## config.mk

```make
export PLATFORM = sky130hd
export DESIGN_NAME = inst_fetch_queue
export DESIGN_NICKNAME = d
export VERILOG_FILES = /design/src/rtl/inst_fetch_queue_pkg.sv /design/src/rtl/inst_field_split.sv /design/src/rtl/inst_fetch_queue.sv
export SDC_FILE = /design/constraint.sdc
export NUM_CORES = 1
export LEC_CHECK = 0
export ABC_AREA = 1
export CORE_MARGIN = 2
export CORE_UTILIZATION = 29
export CTS_CLUSTER_SIZE = 25
export DETAILED_ROUTE_END_ITERATION = 6
export PLACE_DENSITY = 0.59
export SYNTH_ARGS = -nofsm -noshare
export SYNTH_HDL_FRONTEND = slang
export SYNTH_HIERARCHICAL = 1
export SYNTH_SLANG_ARGS = --single-unit
```

## constraint.sdc

```tcl
create_clock -name clk -period 10.7 [get_ports clk]
set_input_delay 2.14 -clock clk [delete_from_list [all_inputs] [get_ports clk]]
set_output_delay 2.14 -clock clk [all_outputs]
set_load 0.005 [all_outputs]
```

## src/rtl/inst_fetch_queue_pkg.sv

```systemverilog
// Shared MIPS instruction-format constants for fetch, decode and hazard logic.
// Latency: none (constants only).
// Backpressure: not applicable.
package inst_fetch_queue_pkg;

  // Bubble inserted when the queue is empty: sll $0,$0,0.
  localparam logic [31:0] NOP_INST = 32'h0000_0000;

  // Field bit positions within a 32-bit MIPS instruction.
  localparam int OPC_HI = 31;
  localparam int OPC_LO = 26;
  localparam int RS_HI  = 25;
  localparam int RS_LO  = 21;
  localparam int RT_HI  = 20;
  localparam int RT_LO  = 16;
  localparam int RD_HI  = 15;
  localparam int RD_LO  = 11;
  localparam int SH_HI  = 10;
  localparam int SH_LO  = 6;
  localparam int FN_HI  = 5;
  localparam int IMM_HI = 15;
  localparam int TGT_HI = 25;

endpackage

```

## src/rtl/inst_field_split.sv

```systemverilog
// Splits a MIPS instruction into its R/I/J fields.
// Latency: purely combinational.
// Backpressure: none; the fields follow the input directly.
module inst_field_split
  import inst_fetch_queue_pkg::*;
(
  input  logic [31:0] inst_i,
  output logic [5:0]  opcode_o,
  output logic [4:0]  rs_o,
  output logic [4:0]  rt_o,
  output logic [4:0]  rd_o,
  output logic [4:0]  shamt_o,
  output logic [5:0]  funct_o,
  output logic [15:0] imm16_o,
  output logic [25:0] target_o
);

  assign opcode_o = inst_i[OPC_HI:OPC_LO];
  assign rs_o     = inst_i[RS_HI:RS_LO];
  assign rt_o     = inst_i[RT_HI:RT_LO];
  assign rd_o     = inst_i[RD_HI:RD_LO];
  assign shamt_o  = inst_i[SH_HI:SH_LO];
  assign funct_o  = inst_i[FN_HI:0];
  assign imm16_o  = inst_i[IMM_HI:0];
  assign target_o = inst_i[TGT_HI:0];

endmodule

```

## src/rtl/inst_fetch_queue.sv

```systemverilog
// Circular instruction buffer between fetch and decode; head presented pre-split into MIPS fields.
// Latency: 1 cycle from accepted push to out_valid (no bypass).
// Backpressure: in_ready drops only when full, from registered occupancy; flush empties the queue next cycle.
module inst_fetch_queue
  import inst_fetch_queue_pkg::*;
#(
  parameter int DEPTH  = 4,
  parameter int DATA_W = 32,
  parameter int PC_W   = 32
) (
  input  logic                       clk,
  input  logic                       rst_n,
  input  logic                       flush,
  input  logic                       in_valid,
  output logic                       in_ready,
  input  logic [DATA_W-1:0]          in_inst,
  input  logic [PC_W-1:0]            in_pc4,
  output logic                       out_valid,
  input  logic                       out_ready,
  output logic [DATA_W-1:0]          out_inst,
  output logic [PC_W-1:0]            out_pc4,
  output logic [5:0]                 out_opcode,
  output logic [4:0]                 out_rs,
  output logic [4:0]                 out_rt,
  output logic [4:0]                 out_rd,
  output logic [4:0]                 out_shamt,
  output logic [5:0]                 out_funct,
  output logic [15:0]                out_imm16,
  output logic [25:0]                out_target,
  output logic [$clog2(DEPTH+1)-1:0] count
);

  localparam int PTR_W = $clog2(DEPTH);
  localparam int CNT_W = $clog2(DEPTH + 1);
  localparam logic [CNT_W-1:0] FULL_CNT = CNT_W'(DEPTH);

  logic [DATA_W-1:0] inst_mem_q [DEPTH];
  logic [PC_W-1:0]   pc4_mem_q  [DEPTH];

  logic [PTR_W-1:0] wr_ptr_q, wr_ptr_d;
  logic [PTR_W-1:0] rd_ptr_q, rd_ptr_d;
  logic [CNT_W-1:0] cnt_q, cnt_d;
  logic             push, pop;

  // Handshake status comes only from registered occupancy, so out_ready never reaches in_ready.
  assign in_ready  = (cnt_q != FULL_CNT);
  assign out_valid = (cnt_q != '0);
  assign push      = in_valid & in_ready;
  assign pop       = out_valid & out_ready;
  assign count     = cnt_q;

  // Next-state pointers and occupancy; flush overrides any push/pop in the same cycle.
  always_comb begin
    wr_ptr_d = wr_ptr_q;
    rd_ptr_d = rd_ptr_q;
    cnt_d    = cnt_q;
    if (flush) begin
      wr_ptr_d = '0;
      rd_ptr_d = '0;
      cnt_d    = '0;
    end else begin
      if (push) wr_ptr_d = wr_ptr_q + PTR_W'(1);
      if (pop)  rd_ptr_d = rd_ptr_q + PTR_W'(1);
      case ({push, pop})
        2'b10:   cnt_d = cnt_q + CNT_W'(1);
        2'b01:   cnt_d = cnt_q - CNT_W'(1);
        default: cnt_d = cnt_q;
      endcase
    end
  end

  // Control state with synchronous reset taking priority over flush, push and pop.
  always_ff @(posedge clk) begin
    if (!rst_n) begin
      wr_ptr_q <= '0;
      rd_ptr_q <= '0;
      cnt_q    <= '0;
    end else begin
      wr_ptr_q <= wr_ptr_d;
      rd_ptr_q <= rd_ptr_d;
      cnt_q    <= cnt_d;
    end
  end

  // Entry storage; stale contents are harmless because empty output is forced to a bubble.
  always_ff @(posedge clk) begin
    if (push && !flush) begin
      inst_mem_q[wr_ptr_q] <= in_inst;
      pc4_mem_q[wr_ptr_q]  <= in_pc4;
    end
  end

  assign out_inst = out_valid ? inst_mem_q[rd_ptr_q] : DATA_W'(NOP_INST);
  assign out_pc4  = out_valid ? pc4_mem_q[rd_ptr_q]  : '0;

  inst_field_split u_split (
    .inst_i   (out_inst),
    .opcode_o (out_opcode),
    .rs_o     (out_rs),
    .rt_o     (out_rt),
    .rd_o     (out_rd),
    .shamt_o  (out_shamt),
    .funct_o  (out_funct),
    .imm16_o  (out_imm16),
    .target_o (out_target)
  );

endmodule
```

Fig. 1: run 1, pin map
Pins as bars across the die edge, other pins in grey.
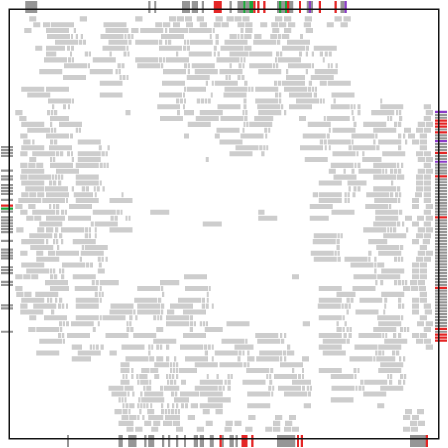
legend:
  out_rs:
    colour: purple
    pins: 5
    direction: output
    edge: 3 right, 2 top
  out_opcode:
    colour: green
    pins: 6
    direction: output
    edge: 5 top, 1 left
  in_inst:
    colour: red
    pins: 32
    direction: input
    edge: 12 right, 11 top, 8 bottom, 1 left

Fig. 2: run 1, cells coloured by class
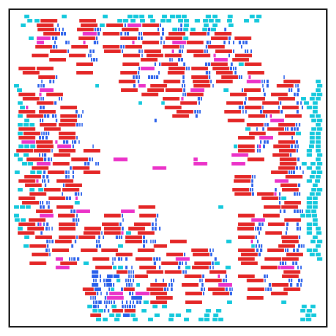
legend:
  flip-flops:
    colour: red
    cells: 265
    share_of_their_area: 59%
  all other logic:
    colour: blue
    cells: 517
    share_of_their_area: 17%
  other buffers and delay cells:
    colour: cyan
    cells: 220
    share_of_their_area: 16%
  clock drivers and dummy loads:
    colour: magenta
    cells: 54
    share_of_their_area: 6.9%
area of the core: 0.03749 mm2
final std cell area, no fill: 0.01389 mm2
utilization after layout: 0.3706
num rows: 71
proportion of cell area occupied by registers: 0.5669

Fig. 3: run 1, metal layers overlaid
Two of the layers only.
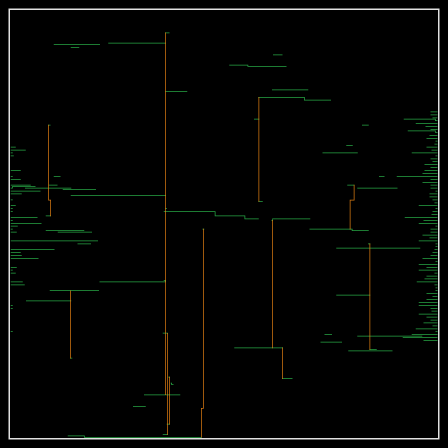
legend:
  met3:
    colour: green
    wire_length: 1,320 um
  met4:
    colour: orange
    wire_length: 601 um
total via count in the routed design: 6,870
Total Routing Usage GR: 0.1294
Total Routed Length: 25,940 um
Wirelength per Cell: 16.56 um

Fig. 4: run 1, routing congestion
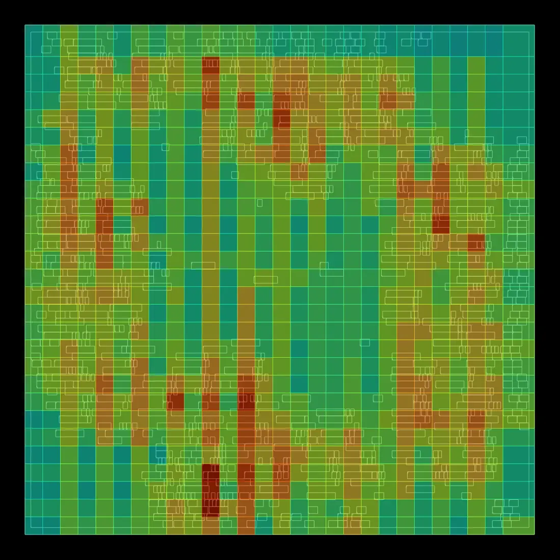
met1 usage: 0.1543
GRT met3 Usage: 0.02068
layer with the highest usage: met2
routing usage on met2: 0.2402

==> design notes, run 1 <==
The flow ran to the end, and the final reports show no timing, DRC or antenna violations. After layout, the inverter instance count without clock inverters stands at 21. The number of buffers inserted to repair setup after CTS is 0, and the worst setup slack after placement is 5.200 ns. The switching power is 492.7 uW.

The critical hold path startpoint is rd_ptr_q[1]. The synthesized-area fraction occupied by and/or/nand/nor cells works out to 0.1010. The violation tally recorded at the end of detailed-routing iteration 0 is 395. The run gives 198.6 um for the vertical die size.

For this run, the top clock speed supported by timing is 169.4 MHz. The share of power burned in combinational logic was 0.090; the remaining routing DRC violations was 0. The run gives 0 for the multiplexer area fraction after synthesis.

Excluding fillers, the count of instances in the completed layout stands at 1,567. The cell internal power dissipation is 1834 uW, and the clock tree buffer depth is 3. Share of total power in sequential cells: 0.501. Number of synthesized register bits: 265.

Pins over their slew limit in the final report were tallied at 0. The run gives 1.144 ns for the transition time at the pin with the least slew margin. According to the tapcell log, the count of inserted taps is 511.

Most frequent logic cell in the layout: sky130_fd_sc_hd__nor2_1. Number of nets with antenna violations after detailed routing: 0. Per report_power, the Clock row totals 953 uW. TritonCTS built the clock tree. Area enclosed by the die boundary: 0.03944 mm2.

The post-synthesis share of cell area spent on and-or and or-and gates is 0.09002, and the fraction of the core area occupied by cells at floorplan is 0.2929. With the logic share of the area at 0.1591, the number of clock buffers inserted by TritonCTS is 29. The startpoint-to-endpoint class of the critical path is reg -> out.

The final timing report derives a shortest allowable period of 5.904 ns. The cell depth of the worst hold path came out at 2. In the layout the commonest cells are sky130_fd_sc_hd__nor2_1, sky130_fd_sc_hd__edfxtp_1, sky130_fd_sc_hd__clkdlybuf4s50_1. Fill cells in the final layout number 3,603.
## run 1: synth_stat cells
cell / instances
sky130_fd_sc_hd__nor2_1: 270
sky130_fd_sc_hd__edfxtp_1: 256
sky130_fd_sc_hd__o21ai_0: 119
sky130_fd_sc_hd__buf_4: 78
sky130_fd_sc_hd__a21oi_1: 67
sky130_fd_sc_hd__inv_1: 18
sky130_fd_sc_hd__nand2_1: 18
sky130_fd_sc_hd__buf_2: 14
sky130_fd_sc_hd__buf_6: 12
sky130_fd_sc_hd__clkbuf_1: 12
sky130_fd_sc_hd__o21ai_1: 10
sky130_fd_sc_hd__dfxtp_1: 9
sky130_fd_sc_hd__buf_1: 5
sky130_fd_sc_hd__ha_1: 5
sky130_fd_sc_hd__nand3_1: 4
sky130_fd_sc_hd__inv_2: 3
sky130_fd_sc_hd__a21boi_0: 1
sky130_fd_sc_hd__fa_1: 1
sky130_fd_sc_hd__nand3b_1: 1
## run 1: worst register-to-register path: cells and delay by family (launching register included)
family	cells	cell delay, ns
compound gates	1	0.42
buf+inv	1	0.63
simple gates	3	1.31
flops	1	0.38
## run 1: cell families (layout without fill, tap and decap cells)
kind of cell / after synthesis / in the layout
AND-OR/OR-AND: 197 / 197
adder cells (fa/ha/maj): 6 / 6
AND/OR/NAND/NOR: 293 / 293
buffers and inverters: 142 / 295
flip-flops: 265 / 265
## run 1: per-layer routing
layer  part of all wire  vias up  GRT usage
met5                  0        -          0
met4              0.023        0    0.03538
met3              0.051       30    0.02068
met2               0.51      202     0.2402
met1               0.42     3308     0.1543
li1                   -     3330          -
## run 1: flip-flops by register name, indices dropped and copies added, names as in the netlist, named ones only
name and count:
inst_mem_q 128, pc4_mem_q 128, count 3, rd_ptr_q 2, wr_ptr_q 2
Fig. 5: run 1, clock wires, drivers and flops
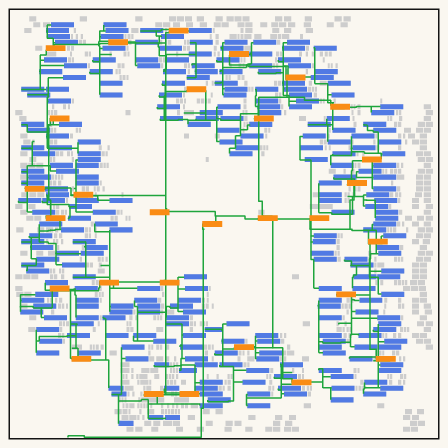

==> run 2: changes to the inputs <==
==> constraint.sdc (replaced) <==
create_clock -name clk -period 6 [get_ports clk]
set_input_delay 1.2 -clock clk [delete_from_list [all_inputs] [get_ports clk]]
set_output_delay 1.2 -clock clk [all_outputs]
set_load 0.005 [all_outputs]
Fig. 6: run 2, clock wires, drivers and flops
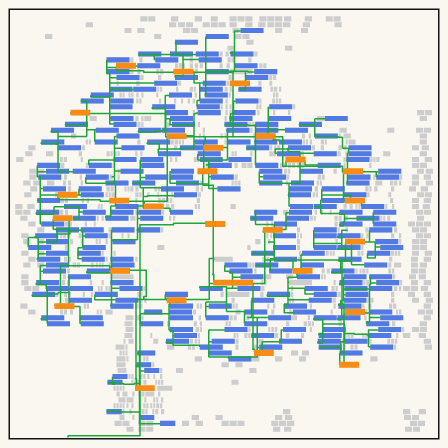
legend:
  cells driving clock nets:
    colour: orange
    count: 28
  clock wires:
    colour: green
    length: 3,120 um
  flip-flops:
    colour: blue
    count: 265
routed clock nets: 29
power dissipated in the clock network: 1730 uW
maximum clock skew at final layout: 0.007495 ns

Fig. 7: run 2, routing congestion
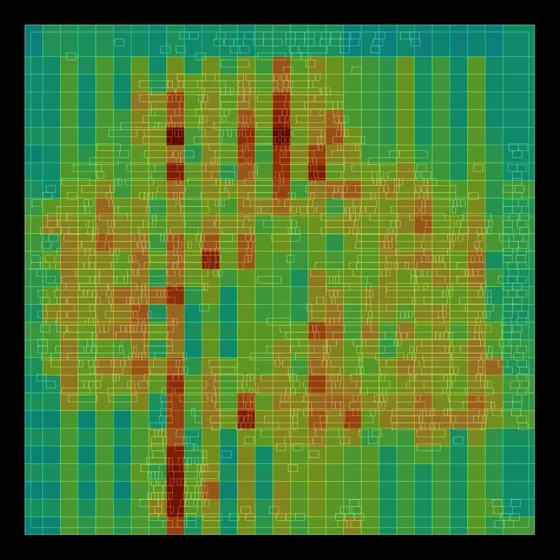
GRT met3 Usage: 0.02085
met1 usage: 0.1653
routing usage on met2: 0.2253
utilization after layout: 0.3720

==> design notes, run 2 <==
The final antenna diode tally reported by the flow is 0. By count the netlist is led by sky130_fd_sc_hd__nor2_1, sky130_fd_sc_hd__edfxtp_1, sky130_fd_sc_hd__o21ai_0. The number of DRC markers in iteration 0 is 472 (+19%). The run gives 0.496 (-0.005) as the share of total power in sequential cells.

By area, the combinational part of the netlist is dominated by simple AND/OR/NAND/NOR gates. The critical path is of the reg -> out type. The final critical-path required period was 4.645 ns. The highest clock rate this design can be run at is 215.3 MHz. For the cell area after layout, the log shows 0.01395 mm2 (+0.39%). The multiplexer area fraction after synthesis came out at 0 (unchanged).

The post-synthesis share of cell area spent on and-or and or-and gates is 0.09002 (unchanged). The flow ran to the end, and the final reports show no timing, DRC or antenna violations. The logs give 0 (unchanged) for the number of buffers inserted to repair setup after CTS and 3,611 (+0.22%) for the layout filler cell count. The run gives 877.0 uW (+78%) for the switching power. The pin count of the biggest net entering global routing came out at 69. The number of nets with antenna violations after detailed routing was 0 (unchanged). Global routing put the most usage on met2. The run gives 0.03944 mm2 (unchanged) as the area enclosed by the die boundary. With the number of clock buffers inserted by TritonCTS at 28 (-3.4%), the filler-free cell count of the finished design is 1,569 (+0.13%). Final routed wirelength across all metal layers: 26,350 um (+1.6%). With the wire length on met2 at 12,890 um (-2.2%), the vertical die size is 198.6 um (unchanged). The top cell types in the final layout, fill and taps aside, are sky130_fd_sc_hd__nor2_1, sky130_fd_sc_hd__edfxtp_1, sky130_fd_sc_hd__clkdlybuf4s50_1.

The run gives 71 (unchanged) for the number of rows created at floorplan. The run gives 3 (unchanged) for the clock tree buffer depth. The count of vias placed by the detailed router came out at 6,854 (-0.23%).

The length of routed met3 wiring was 1488 um (+13%). For reference, the final report shows the hold violation count at 0. The tools report the worst setup slack after placement as 1.811 ns (-3.390 ns).

The run gives 0.089 (about the same) as the share of power burned in combinational logic. The run gives 0 (unchanged) for the proportion of synthesized flip-flops having asynchronous set or reset. The area of the core was 0.03749 mm2 (unchanged); the post-detailed-route wirelength per cell was 16.79 um (+1.4%). The run gives 11,280 um (+4.0%) for the met1 layer wirelength in the final routing.

Routed signal wires occupy layers up through met4. The main flop type after synthesis was sky130_fd_sc_hd__edfxtp_1. For the fraction of the core area occupied by cells at floorplan, the log shows 0.2929 (unchanged).

The most frequent logic cell in the layout was sky130_fd_sc_hd__nor2_1. With the cell internal power dissipation at 3312 uW (+81%), the synthesized-area fraction occupied by and/or/nand/nor cells is 0.1010 (unchanged).
-- run 2: cell types whose count changed in the layout (fill, tap and decap cells not counted), sizes merged --
cell and change:
clkbuf -9, buf +4, clkinvlp +2, clkinv +4, inv -1, bufinv +2
-- run 2: final timing paths --
kind                      to  cells after the start         from  slack, ns
min reg2reg             flop                      2  rd_ptr_q[1]       0.50
max reg2reg  pc4_mem_q[3][2]                      5     count[1]       3.13
min                     flop                      2  rd_ptr_q[1]       0.50
max              out_inst[3]                      6         flop       1.36
-- run 2: final cells by class --
cell class	count	share of cell area
well taps	511	0.04585
clock inverters	17	0.01319
multi-input cells	496	0.1584
repair buffers	224	0.1584
inverters	21	0.005742
flip-flops and latches	265	0.5647
clock buffers	35	0.05365
-- run 2: cells by family (layout without fill, tap and decap cells) --
logic type,after synthesis,in the layout
DFF,265,265
AOI/OAI and AO/OA,197,197
buffers and inverters,142,297
and+or+nand+nor,293,293
adders and majority gates,6,6
-- run 2: worst max-delay path, stage by stage (launching register included) --
cell	delay, ns
sky130_fd_sc_hd__dfxtp_4	0.77
sky130_fd_sc_hd__buf_4	0.70
sky130_fd_sc_hd__nor2_1	0.11
sky130_fd_sc_hd__nor2_1	0.11
sky130_fd_sc_hd__o21ai_0	0.09
sky130_fd_sc_hd__a21oi_1	0.41
sky130_fd_sc_hd__clkdlybuf4s50_1	0.62
-- run 2: power by group through the flow --
stage               combinational, uW  clock, uW  sequential [uW]
finish                            375       1730             2080
global route                      415       1850             2080
CTS                               386       1770             2080
detailed placement                384          0             2120
global placement                  379          0             2120
floorplan                         180          0             2120
No activity file was given, so power comes from the tool's default toggle rates.
